M1 wires:
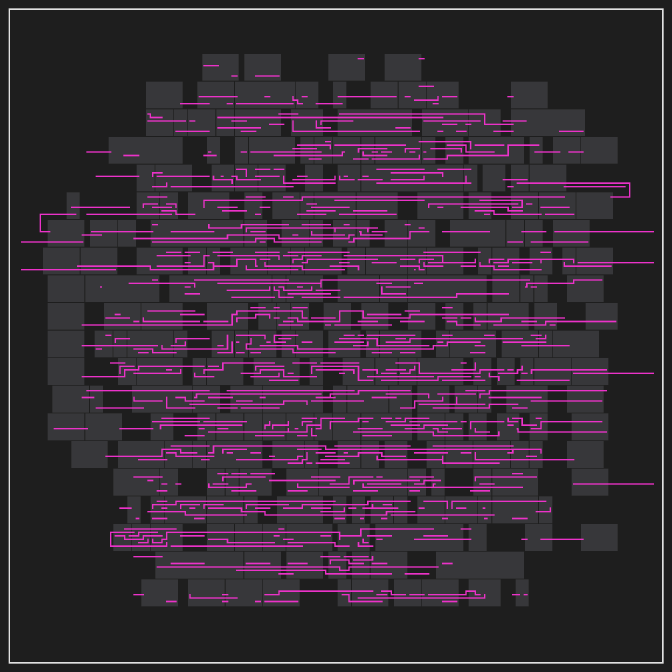
Met2 routing:
Bar = 20 um.
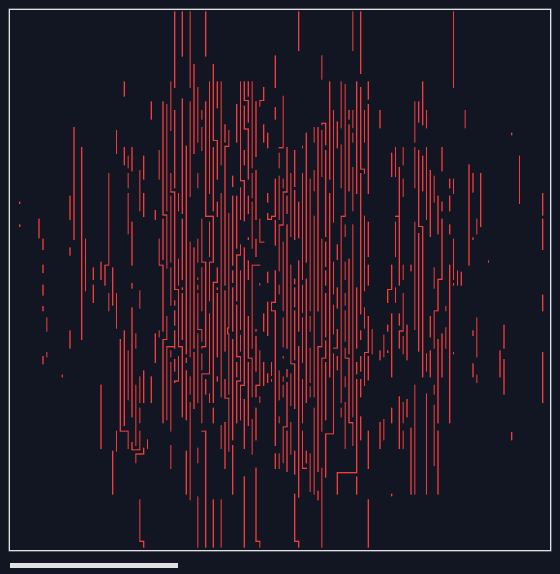
Met3 routing:
Bar = 20 um.
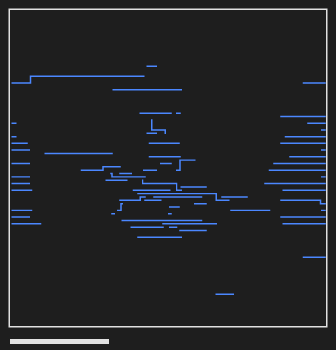
The clock network:
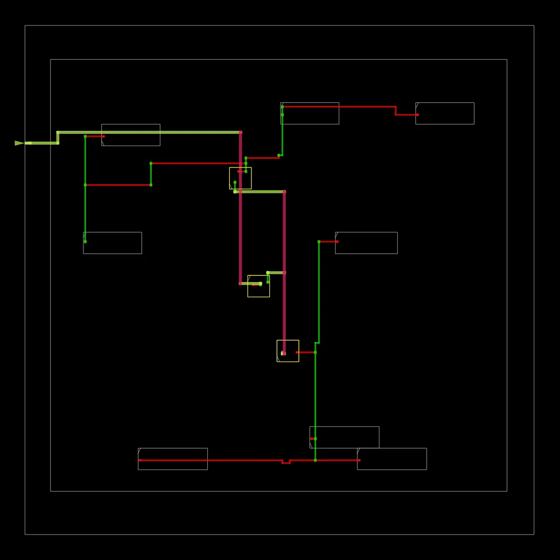
==> config.mk <==
export PLATFORM = sky130hd
export DESIGN_NAME = jk_reg_bank
export DESIGN_NICKNAME = d
export VERILOG_FILES = /design/src/rtl/jk_bank_pkg.sv /design/src/rtl/jk_cell.sv /design/src/rtl/jk_reg_bank.sv
export SDC_FILE = /design/constraint.sdc
export NUM_CORES = 1
export LEC_CHECK = 0
export ABC_CLOCK_PERIOD_IN_PS = 2180
export CAP_MARGIN = 10
export CORE_MARGIN = 3
export CORE_UTILIZATION = 42
export CTS_CLUSTER_DIAMETER = 80
export DETAILED_ROUTE_END_ITERATION = 7
export GPL_ROUTABILITY_DRIVEN = 1
export GPL_TIMING_DRIVEN = 0
export PLACE_DENSITY = 0.86
export SLEW_MARGIN = 30
export SYNTH_ARGS = -nofsm -noshare
export SYNTH_HDL_FRONTEND = slang
export SYNTH_SLANG_ARGS = --single-unit
export TNS_END_PERCENT = 30
==> constraint.sdc <==
create_clock -name clk -period 2.18 [get_ports clk]
set_input_delay 0.218 -clock clk [delete_from_list [all_inputs] [get_ports clk]]
set_output_delay 0.218 -clock clk [all_outputs]
set_load 0.05 [all_outputs]
==> Changelog: implementation <==
### Implementation results

* Hold WC Path Type: flip-flop to flip-flop
* Min Tclk post-route at 2.17 ns
* Max reg flops at 8
* Seq/total area at 7.78%
* Clk cell area share at 1.01%
* Clock-pin slew on the worst setup and hold paths at 0.07 ns
* Synth Seq Share at 11.3%
* Largest net degree at the start of global routing at 12
* Log Warnings at 37
* CP arrival at 2.33 ns
* Clk pwr share at between 10% and 20%
* Sw frac at 50.6%
* Setup_tns at 0 ns
* Kind of critical path: flip-flop to flip-flop
* Grt ovf at 0
* Met3 WL at 401 um
* Fill count at 241
* Mapped Cells at roughly 200
* Xor/xnor share at 0%
* GP Congestion at between 0.9 and 1
* R2r setup slk at slightly below 0.008 ns
* Antenna violations before repair at 0
* Late-Pin Clk Latency at 0.27 ns
* P_leak at 0.961 nW
* CP bufs+invs at 2
* WHS Path Cells at 2
* WL met2 at 2290 um
* Cell with the most instances after synthesis: nor2_1
* Max-slew headroom at 35.9%
* H-tree depth reported by CTS at 1
* I/O Pins at between 40 and 50
* Chip Height at 64.1 um
* Main logic family: AND-OR/OR-AND gates
* Post-Place Cells at 294
* N_diodes at 0
* DRC viols at 0
* P_int at 0.000634 W
* RSZ-0062 raised after global routing: yes
* I/O Buffers at approximately 47
* Core ar. at 3130 um2
* Combinational power share at 71.9%
* Total Power at 0.00128 W
* Number of cell rows at 20
* Ys flop type: dfxtp_1
* Critical path startpoint category: flip-flop
* Reg area at 173 um2
* Simple-gate share of the synthesized area at 23.8%
* Ratio of cells with drive above 1 in the final layout at 24.5%
* Setup WS post-layout at 0.00779 ns
* YS chip area at 1420 um2
* DR iter-0 viols at 122
* Fmax at roughly 460 MHz
* Post-cts resize count at 27
* Sink Count at 8
* Core Util, Final at 71.0%
* Layout Nets at 310
* Hold_ws at 0.599 ns
* Clock Power at approximately 0.00014 W
* FP Util at 45.4%
* Worst path required time at around 2.3 ns
* Post-Syn Nets at 250
* Max_cap viols at 0
* Worst clock skew at 0.00462 ns
* Invs w/o clock at 19
* Multi-input combinational area share at 54.6%
* Final period utilization at 99.6%
* Critical path depth at 10
* P_comb at a little over 0.0009 W
* First-pass GRT wire length at slightly above 7000 um
* First drt pass iteration count at 4
* Post-Syn Area at 1420 um2
* Fraction of registers with async set/reset at 0%
* Die area at 4110 um2
* CTS tree: done
* NonClk Buf Share at between 30% and 40%
* P_sw at 0.000649 W
* Top logic cells by instance count in the layout: clkdlybuf4s50_1 (44), nor2_1 (21), a21oi_1 (19)
* WL/cell at between 15 and 20 um
* Final antenna-violating net count at 0
* Max-slew violation count at 0
* Status: finished, final reports clean
* Top cells by count: nor2_1 (26), a21oi_1 (21), inv_1 (18)
* Largest class: combinational gates
* Post-route cell area at ~2200 um2
* Final setup viols at 0
* Dpl hpwl at roughly 3200 um
* Largest area contributor in the netlist: ha_1
* Peak VDD IR at 0.374 mV
* Via density at 5.82
* Worst-Margin Slew at about 0.96 ns
## Picture notes: 'M1 wires'
longest straight run: 25.8 um
main direction: horizontal
nets with wire on the layer: 265
share of all routed wire: 43%
wire length on this layer: 2090 um
Vias: 1776
met1 GRT Util: 27.6%
WL final: 4880 um

## Picture notes: 'met2 routing'
main direction: vertical
wire length on this layer: 2290 um
nets with wire on the layer: 267
met2 Resource Use GR: 35.0%

## Picture notes: 'met3 routing'
wire length on this layer: 402 um
nets with wire on the layer: 53
longest straight run: 23.0 um
GRT met3 Usage: 4.75%

## Picture notes: 'the clock network'
layout clock buffer count: 3
Flop Count: 8

Power figures rest on the tool's default switching activity, not on a simulated workload.
